[src/rtl/mole_pkg.sv]
// Shared types and constants for the whack-a-mole round sequencer.
package mole_pkg;

    // Round sequencer states
    typedef enum logic [1:0] {
        ST_IDLE = 2'd0,
        ST_GAP  = 2'd1,
        ST_SHOW = 2'd2,
        ST_OVER = 2'd3
    } state_t;

    localparam int unsigned LFSR_W       = 16;
    localparam int unsigned SCORE_W      = 8;
    localparam int unsigned TIME_W       = 12;
    localparam int unsigned DEF_TICK_DIV = 1_000_000;

    // Fibonacci LFSR seed and feedback mask (taps 16,14,13,11 -> bits 15,13,12,10)
    localparam logic [LFSR_W-1:0] LFSR_SEED = 16'hACE1;
    localparam logic [LFSR_W-1:0] LFSR_TAPS = 16'hB400;

endpackage

[src/rtl/mole_round_ctrl_tick_gen.sv]
// Free-running divider producing a one-cycle tick enable every TICK_DIV clocks.
module tick_gen
    import mole_pkg::*;
#(
    parameter int unsigned TICK_DIV = DEF_TICK_DIV
) (
    input  logic clk,
    input  logic reset,
    output logic tick
);

    localparam int unsigned CW = (TICK_DIV > 1) ? $clog2(TICK_DIV) : 1;
    localparam logic [CW-1:0] LAST = CW'(TICK_DIV - 1);

    logic [CW-1:0] cnt;
    logic [CW-1:0] cnt_d;

    // Next count value, wrapping at TICK_DIV-1
    always_comb begin
        cnt_d = cnt + CW'(1);
        if (cnt == LAST) begin
            cnt_d = '0;
        end
    end

    // Counter and registered tick, high exactly while the counter holds LAST
    always_ff @(posedge clk) begin
        if (reset) begin
            cnt  <= '0;
            tick <= 1'b0;
        end else begin
            cnt  <= cnt_d;
            tick <= (cnt_d == LAST);
        end
    end

endmodule

[src/rtl/mole_round_ctrl.sv]
// Whack-a-mole round sequencer: round timer, random hole selection, mole timing and scoring.
module mole_round_ctrl
    import mole_pkg::*;
#(
    parameter int unsigned TICK_DIV   = DEF_TICK_DIV,
    parameter int unsigned GAME_TICKS = 3000,
    parameter int unsigned MOLE_TICKS = 100,
    parameter int unsigned GAP_TICKS  = 20,
    parameter int unsigned NUM_HOLES  = 4
) (
    input  logic                 clk,
    input  logic                 reset,
    input  logic                 start,
    input  logic [NUM_HOLES-1:0] btn,
    output logic [NUM_HOLES-1:0] mole,
    output logic [SCORE_W-1:0]   score,
    output logic [TIME_W-1:0]    time_left,
    output logic                 playing,
    output logic                 game_over,
    output logic                 tick
);

    localparam int unsigned IW = $clog2(NUM_HOLES);
    localparam int unsigned GW = $clog2(GAP_TICKS + 1);
    localparam int unsigned MW = $clog2(MOLE_TICKS + 1);

    state_t                state;
    state_t                state_d;
    logic [NUM_HOLES-1:0]  mole_d;
    logic [SCORE_W-1:0]    score_d;
    logic [TIME_W-1:0]     time_d;
    logic [GW-1:0]         gap_cnt;
    logic [GW-1:0]         gap_d;
    logic [MW-1:0]         mole_cnt;
    logic [MW-1:0]         mole_cnt_d;
    logic [LFSR_W-1:0]     lfsr;
    logic [LFSR_W-1:0]     lfsr_d;
    logic [NUM_HOLES-1:0]  pick_c;
    logic                  hit_c;
    logic                  final_c;

    tick_gen #(
        .TICK_DIV (TICK_DIV)
    ) u_tick_gen (
        .clk   (clk),
        .reset (reset),
        .tick  (tick)
    );

    // LFSR step and one-hot hole selection from its low bits
    always_comb begin
        lfsr_d = {lfsr[LFSR_W-2:0], ^(lfsr & LFSR_TAPS)};
        pick_c = NUM_HOLES'(1) << lfsr[IW-1:0];
    end

    // Next-state and datapath updates; round end outranks hit, hit outranks mole timeout
    always_comb begin
        state_d    = state;
        mole_d     = mole;
        score_d    = score;
        time_d     = time_left;
        gap_d      = gap_cnt;
        mole_cnt_d = mole_cnt;
        hit_c      = (state == ST_SHOW) && (|(btn & mole));
        final_c    = tick && (time_left == TIME_W'(1));

        case (state)
            ST_IDLE, ST_OVER: begin
                if (start) begin
                    state_d = ST_GAP;
                    mole_d  = '0;
                    score_d = '0;
                    time_d  = TIME_W'(GAME_TICKS);
                    gap_d   = GW'(GAP_TICKS);
                end
            end

            ST_GAP: begin
                if (tick) begin
                    time_d = time_left - TIME_W'(1);
                    if (final_c) begin
                        state_d = ST_OVER;
                        mole_d  = '0;
                        time_d  = '0;
                    end else if (gap_cnt == GW'(1)) begin
                        state_d    = ST_SHOW;
                        mole_d     = pick_c;
                        mole_cnt_d = MW'(MOLE_TICKS);
                    end else begin
                        gap_d = gap_cnt - GW'(1);
                    end
                end
            end

            ST_SHOW: begin
                if (hit_c && (score != '1)) begin
                    score_d = score + SCORE_W'(1);
                end
                if (tick) begin
                    time_d = time_left - TIME_W'(1);
                end
                if (final_c) begin
                    state_d = ST_OVER;
                    mole_d  = '0;
                    time_d  = '0;
                end else if (hit_c) begin
                    state_d = ST_GAP;
                    mole_d  = '0;
                    gap_d   = GW'(GAP_TICKS);
                end else if (tick) begin
                    if (mole_cnt == MW'(1)) begin
                        state_d = ST_GAP;
                        mole_d  = '0;
                        gap_d   = GW'(GAP_TICKS);
                    end else begin
                        mole_cnt_d = mole_cnt - MW'(1);
                    end
                end
            end

            default: begin
                state_d = ST_IDLE;
                mole_d  = '0;
            end
        endcase
    end

    // State, counters, LFSR and registered status outputs
    always_ff @(posedge clk) begin
        if (reset) begin
            state     <= ST_IDLE;
            mole      <= '0;
            score     <= '0;
            time_left <= '0;
            gap_cnt   <= '0;
            mole_cnt  <= '0;
            lfsr      <= LFSR_SEED;
            playing   <= 1'b0;
            game_over <= 1'b0;
        end else begin
            state     <= state_d;
            mole      <= mole_d;
            score     <= score_d;
            time_left <= time_d;
            gap_cnt   <= gap_d;
            mole_cnt  <= mole_cnt_d;
            lfsr      <= lfsr_d;
            playing   <= (state_d == ST_GAP) || (state_d == ST_SHOW);
            game_over <= (state_d == ST_OVER);
        end
    end

endmodule

[config.mk]
export PLATFORM = sky130hd
export DESIGN_NAME = mole_round_ctrl
export DESIGN_NICKNAME = d
export VERILOG_FILES = /design/src/rtl/mole_pkg.sv /design/src/rtl/mole_round_ctrl_tick_gen.sv /design/src/rtl/mole_round_ctrl.sv
export SDC_FILE = /design/constraint.sdc
export NUM_CORES = 1
export LEC_CHECK = 0
export CORE_UTILIZATION = 55
export CTS_BUF_LIST = sky130_fd_sc_hd__clkbuf_4
export DETAILED_ROUTE_END_ITERATION = 10
export PLACE_DENSITY = 0.73
export SYNTH_ARGS = -nofsm -noshare
export SYNTH_HDL_FRONTEND = slang
export SYNTH_SLANG_ARGS = --single-unit
export TNS_END_PERCENT = 1
[constraint.sdc]
create_clock -name clk -period 3.7 [get_ports clk]
set_input_delay 0.74 -clock clk [delete_from_list [all_inputs] [get_ports clk]]
set_output_delay 0.74 -clock clk [all_outputs]
set_load 0.01 [all_outputs]
run_1/congestion.png
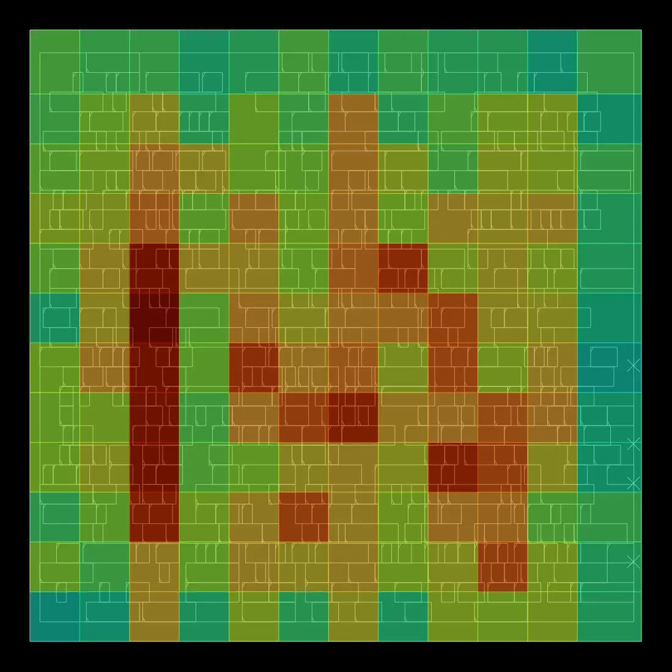
WL/cell: 14.8 um
met1 Use GR: 0.296

run_1/flops_by_reg.png
Drawn at 6 px/um.
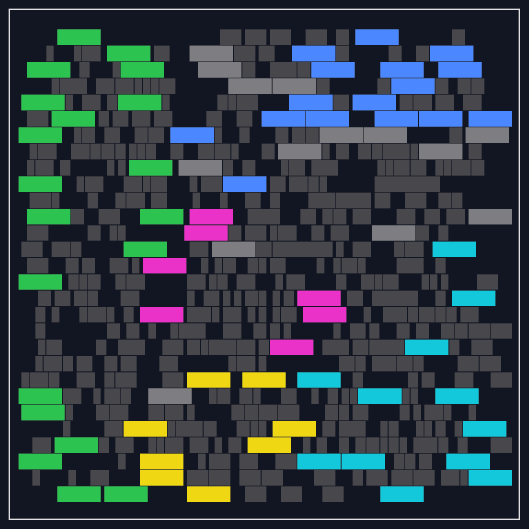
colour	name in the netlist	flops
blue	`lfsr`	16
cyan	`time_left`	12
magenta	`mole_cnt`	7
green	`u_tick_gen.cnt`	20
yellow	`score`	8
not coloured	14
flop share of the area: 0.361
P_seq: 0.916 mW
Storage cell area: 1540 um^2

==> impl_metrics.json, run 1 <==
{
  "setup_ws_ps": 1070,
  "power_frac_clock": 0.306,
  "clockRootBuffer": "clkbuf_4",
  "rows": 29,
  "first_pass_iters": 8,
  "grt_max_degree": 54,
  "crit_required_ps": 4000,
  "ys_chip_area_um2": 3770,
  "synth.avg_cell_area_um2": 8.64,
  "p_comb_frac": 0.167,
  "synth_flops": 77,
  "share_seq_of_total_power": 0.527,
  "drc_errors": 4,
  "max-vdd-ir-drop_v": 0.000217,
  "via_count": 3234,
  "power.internal_mw": 1.23,
  "status": "finished, violations left",
  "numPortBuffers": 33,
  "postCtsSetupBuffers": 0,
  "cts_num_sinks": 77,
  "setup_viol": 0,
  "area_delta_synth_final_pct": 13.3,
  "tritoncts": "yes",
  "ctsLongestPathBuffers": 2,
  "vias_per_cell": 5.92,
  "cpLargestDelayFamily": "simple AND/OR/NAND/NOR gates",
  "netlist_area_um2": 3770,
  "insertion_delay_ps": 420,
  "fillCellCount": 586,
  "arrival_ps": 2930,
  "crit_buf_inv": 0,
  "postLayoutCoreUtil": 0.658,
  "clock.fmax_mhz": 380,
  "critical_path_class": "reg2reg",
  "fp.dieW_um": 84.8,
  "rsz0062_at_grt": "no",
  "place_ws_ps": 877,
  "ctsHoldBuffers": 0,
  "cp_slowest_cell": "or4_4",
  "cts.htree.levels": 3,
  "grt_pass1_vias": 3028,
  "final_nets": 482,
  "synth_nets": 454,
  "fin_crit_sh": 0.711,
  "violations": "DRC",
  "die_area_um2": 7190,
  "openroad.warnings": 30,
  "drive_above_1_share": 0.0938,
  "final.setup.tns_ps": 0,
  "finClkSkew_ps": 25.3,
  "slew-limit-headroom": 0.527,
  "final_cell_area_um2": 4270,
  "most-common-layout-cells": "77 x dfxtp_1, 60 x nor2_1, 33 x clkdlybuf4s50_1, 32 x nand2_1, 21 x a21oi_1",
  "path_common_cell": "or4_4",
  "num_io_pins": 34,
  "clk_pin_slew_ps": 140
}
run_1/logic_types.png
Drawn at 6 px/um.
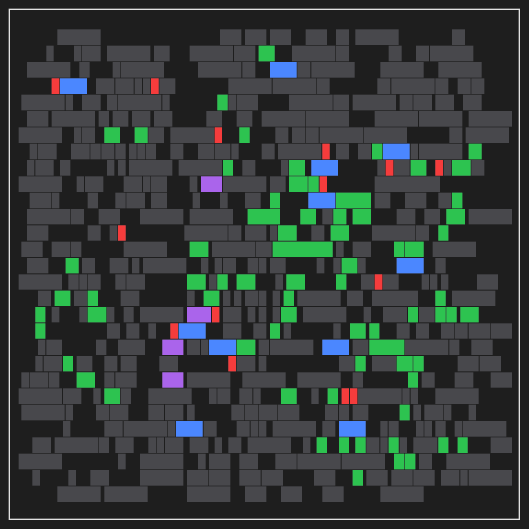
colour	family	cells	most used
green	aoi and oai cells	72	a21oi_1
purple	mux cells	4	mux2i_1
blue	fa/ha/maj cells	11	ha_1
red	inv cells	14	inv_1
combinational share of cell area: 0.488
Commonest Layout Cell: dfxtp_1
post-route insts no fill: 546

## run 1: layer usage
| metal | wire [um] | global-route usage |
|---|---|---|
| met4 | 208 | 0.116 |
| met1 | 3630 | 0.296 |
| met5 | 0 | 0 |
| met3 | 333 | 0.0383 |
| met2 | 3900 | 0.405 |
## run 1: flip-flops by register name, summed over array words and instances (netlist names), 2 cells and up
| register | flops |
|---|---|
| mole_cnt | 7 |
| lfsr | 16 |
| score | 8 |
| mole | 4 |
| u_tick_gen.cnt | 20 |
| state | 2 |
| time_left | 12 |
| gap_cnt | 5 |
## run 1: worst reg2reg max path, stage by stage, from the launching register on
cell and delay, ps:
dfxtp_1 380, or4_4 620, or4_4 610, o21ai_2 120, a21oi_2 80, o32ai_2 290, ha_1 280, nor2b_1 130
## run 1: layout make-up
type | count | area (um^2) | share of cell area
inverter | 14 | 52.6 | 0.0123
sequential | 77 | 1540 | 0.361
clock buffer | 10 | 75.1 | 0.0176
clock inverter | 6 | 68.8 | 0.0161
tap | 77 | 96.3 | 0.0226
multi-input combinational | 326 | 2080 | 0.488
timing repair buffer | 36 | 353 | 0.0826
## run 1: metrics by stage
stage,hold WS (ps),instances
global placement,393,530
detailed placement,397,530
global route,439,546
finish,425,546
CTS,428,546
floorplan,389,436
## run 1: worst paths after layout
kind              slack [ps]  depth (start not counted)    startpoint      end
setup / recovery        1070                          7  time_left[5]  playing
setup reg to reg        1070                          7  time_left[5]  playing
hold / removal           420                          1       lfsr[6]  lfsr[7]
hold reg to reg          420                          1       lfsr[6]  lfsr[7]
## run 1: power groups by stage
stage / registers, mW / clock network (mW) / logic, mW
2_1_floorplan: 0.936 / 0 / 0.198
3_3_place_gp: 0.933 / 0 / 0.283
3_5_place_dp: 0.935 / 0 / 0.289
4_1_cts: 0.917 / 0.549 / 0.291
5_1_grt: 0.924 / 0.590 / 0.325
6_report: 0.916 / 0.533 / 0.291
## run 1: cells in the mapped netlist (all sizes together) (2+ instances only)
master,n,area (um^2)
xor2,17,149
inv,14,52.6
o21ai,16,83.8
nor2b,12,75.1
nor3,14,70.1
a21boi,3,22.5
nand4,9,56.3
o221ai,2,23.8
buf,6,41.3
nand2,32,120
nor2,60,225
and3,4,25.0
mux2i,3,30.0
a32oi,2,17.5
xnor2,15,131
a22oi,3,22.5
or4b,3,30.0
or3,7,43.8
or2,8,50.1
nand3,12,60.1
clkbuf,13,48.8
a21o,2,15.0
or4,6,52.6
a211oi,3,22.5
a2111oi,2,36.3
ha,11,138
nor3b,6,45.0
o41ai,2,25.0
nor4,12,96.3
dfxtp,77,1540
o31ai,3,22.5
a31oi,3,18.8
a21oi,22,114
nor4b,2,17.5
a311oi,6,52.6
nand2b,9,56.3
## run 1: cells by family after synthesis
kind of cell,after synthesis,synth area share
xor gates and xnor gates,32,0.0744
adders and majority gates,11,0.0365
DFF,77,0.409
muxes,4,0.0110
AOI/OAI and AO/OA,77,0.146
buffers and inverters,33,0.0378
and+or+nand+nor,202,0.285
run_1/detail.png
Region (22, 39) to (62, 79) um. Cells in grey, sequential cells in the stronger grey; small squares are vias.
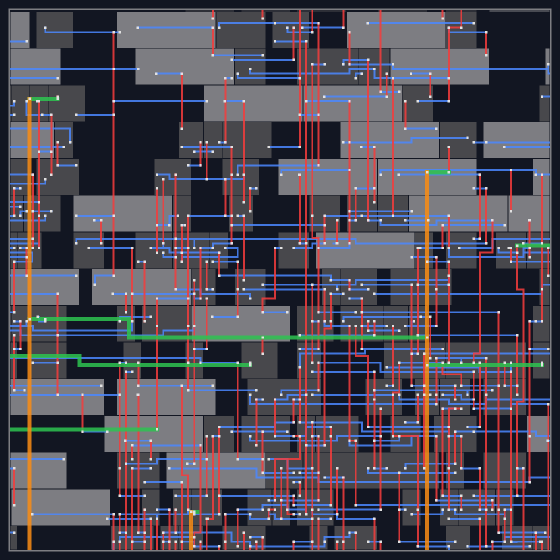

==> inputs of run 2 (changes only) <==
- clock period: 3.7 -> 2.5 ns (I/O delays scaled with it)
run_2/detail.png
Region (22, 39) to (62, 79) um. Cells in grey, sequential cells in the stronger grey; small squares are vias.
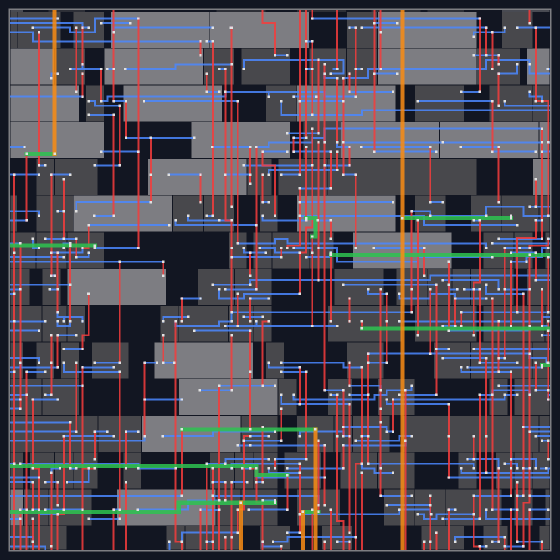
colour	layer
green	metal 3
red	metal 2
orange	metal 4
blue	metal 1
sequential cells in the window	21
cells with their middle in the window	130
netlist names of flops here include	`lfsr` (9), `mole` (4), `u_tick_gen.cnt` (3)
most frequent	dfxtp_1 (21), nor2_1 (15), buf_4 (11)

run_2/logic_types.png
Drawn at 6 px/um.
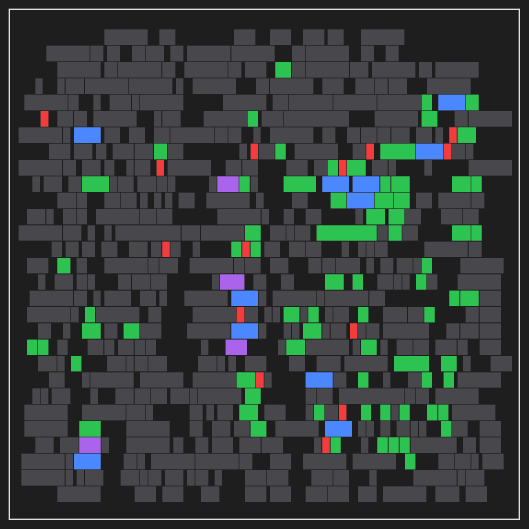
colour	family	cells	most used
purple	mux cells	4	mux2i_1
red	inv cells	14	inv_1
green	aoi and oai cells	72	a21oi_1
blue	fa/ha/maj cells	11	ha_1
combinational share of cell area: 0.460
post-route insts no fill: 576

==> impl_metrics.json, run 2 <==
{
  "ctsLongestPathBuffers": 2,
  "fp.dieW_um": 84.8,
  "cts_num_sinks": 77,
  "cts.htree.levels": 3,
  "first_pass_iters": 9,
  "async_reset_ff_frac": 0,
  "num_io_pins": 34,
  "postCtsSetupBuffers": 0,
  "die_h_um": 84.8,
  "cp_slowest_cell": "or4_4",
  "status": "finished, violations left",
  "drv_cap": 0,
  "final.setup.tns_ps": 0,
  "max-vdd-ir-drop_v": 0.000451,
  "ys_seq_share": 0.409,
  "finClkSkew_ps": 18.7,
  "synth_nets": 454,
  "postLayoutCoreUtil": 0.703,
  "top_cells_by_count": "77 x dfxtp_1, 60 x nor2_1, 32 x nand2_1",
  "rows": 29,
  "hold_depth": 1,
  "fin_crit_sh": 0.974,
  "syn_inst": 436,
  "core_um2": 6490,
  "fin_crit_ps": 2430,
  "clockRootBuffer": "clkbuf_4",
  "regMostFlops": "u_tick_gen.cnt",
  "synth.avg_cell_area_um2": 8.64,
  "die_area_um2": 7190,
  "synth_top_cell_by_count": "dfxtp_1",
  "numPortBuffers": 33,
  "wl_mm": 8.62,
  "openroad.warnings": 31,
  "holdWs_ps": 426,
  "setup_viol": 0,
  "grt_pass1_vias": 3087,
  "r2r-start": "time_left[5]",
  "final_cell_area_um2": 4570,
  "critPathLaunch": "time_left[5]",
  "cpLargestDelayFamily": "simple AND/OR/NAND/NOR gates",
  "arrival_ps": 2740,
  "top_area_frac": 0.409,
  "wl_per_cell_um": 15.0,
  "top_area_cell": "dfxtp_1",
  "regToRegEndpoint": "playing",
  "synth_cell_types": 62,
  "finalPower_mw": 2.82,
  "clock.fmax_mhz": 411,
  "path_common_cell": "or4_4",
  "grtUsageTotal": 0.255,
  "largest_registers": "u_tick_gen.cnt x20, lfsr x16, time_left x12",
  "grt_max_degree": 54,
  "final_common_cell": "dfxtp_1",
  "critical_path_class": "reg2reg",
  "rsz0062_at_grt": "yes",
  "largest_register_ff_count": 20,
  "ff_type": "dfxtp_1",
  "min_from": "lfsr[5]",
  "fp_util": 0.580,
  "via_count": 3248,
  "tritoncts": "yes",
  "ys_chip_area_um2": 3770,
  "area_delta_synth_final_pct": 21.1,
  "first_iter_violations": 128,
  "slew-limit-headroom": 0.614,
  "most-common-layout-cells": "76 x dfxtp_1, 60 x nor2_1, 33 x clkdlybuf4s50_1, 33 x buf_4, 32 x nand2_1",
  "insertion_delay_ps": 440,
  "netlist_area_um2": 3770,
  "clk_pin_slew_ps": 140,
  "violations": "DRC",
  "ff2ff_path_depth": 7,
  "crit_buf_inv": 0,
  "crit_required_ps": 2810,
  "min_to": "lfsr[6]",
  "synth.area.top_cells": "dfxtp_1 41%, nor2_1 6.0%, xor2_1 4.0%",
  "vias_per_cell": 5.64,
  "ctsHoldBuffers": 0,
  "final_nets": 512,
  "ys_warn_count": 0,
  "drive_above_1_share": 0.156,
  "drc_errors": 2,
  "ff2ff_setup_slack_ps": 70,
  "synth_flops": 77
}
run_2/flops_by_reg.png
Drawn at 6 px/um.
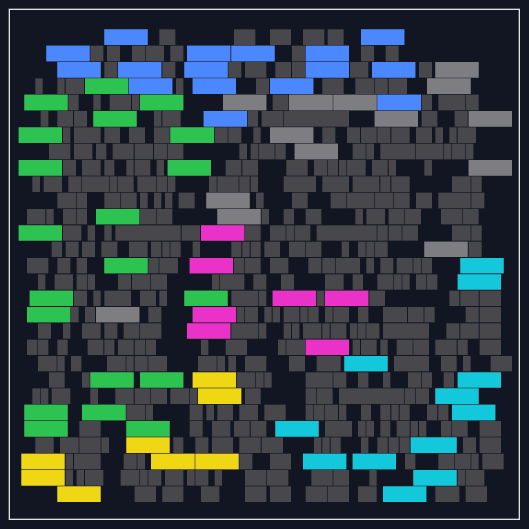
colour	name in the netlist	flops
magenta	`mole_cnt`	7
yellow	`score`	8
cyan	`time_left`	12
blue	`lfsr`	16
green	`u_tick_gen.cnt`	20
not coloured	14

run 2: cell type report:
class / count / area [um^2]
clock buffers: 10 / 75.1
fillers: 533 / 1930
flip-flops and latches: 77 / 1540
repair buffers: 66 / 578
inverters: 14 / 52.6
well taps: 77 / 96.3
clock inverters: 6 / 119
multi-input cells: 326 / 2100
run 2: worst register-to-register path, cell delays in order, from the launching register on:
cell and delay [ps]:
dfxtp_2 340, or4_4 600, or4_4 500, o21ai_2 110
a21oi_2 80, o32ai_2 260, ha_1 280, nor2b_1 130
run 2: cells by family after synthesis:
family,count (synthesis),share of synthesized area
DFF,77,0.409
and+or+nand+nor,202,0.285
adders and majority gates,11,0.0365
xor gates and xnor gates,32,0.0744
AOI/OAI and AO/OA,77,0.146
muxes,4,0.0110
buffers and inverters,33,0.0378
run 2: routing by layer:
layer  track usage  routed length (um)  up-vias  share of wire
met3        0.0531                 287       18          0.033
met1         0.331                4010     1505           0.46
met5             0                   0        -              0
met2         0.416                4140       60           0.48
met4         0.105                 182        0          0.021
li1              -                   -     1665              -
run 2: power by group:
group | switching, mW | leakage (nW) | internal [mW]
registers | 0.0605 | 0.630 | 1.29
logic | 0.248 | 0.937 | 0.225
clock network | 0.466 | 0.103 | 0.530
run 2: worst max-delay path by stage:
stage / cells after the start / endpoint / slack (ps)
3_5_place_dp: 7 / playing / 30
2_1_floorplan: 9 / playing / 20
4_1_cts: 7 / playing / 80
6_report: 7 / playing / 70
3_3_place_gp: 7 / playing / 80
5_1_grt: 7 / playing / -10
run 2: metrics by stage:
stage | worst slack [ps] | cells
floorplan | 21.1 | 436
global placement | 83.1 | 560
detailed placement | 28.4 | 560
CTS | 78.8 | 576
global route | -11.2 | 576
finish | 65.7 | 576
run 2: what timing repair did:
| action | CTS | global route |
|---|---|---|
| resized | 0 | 4 |
| pin swaps | 1 | 0 |
| endpoints found under the setup margin | 1 | 4 |
Power figures rest on the tool's default switching activity, not on a simulated workload.
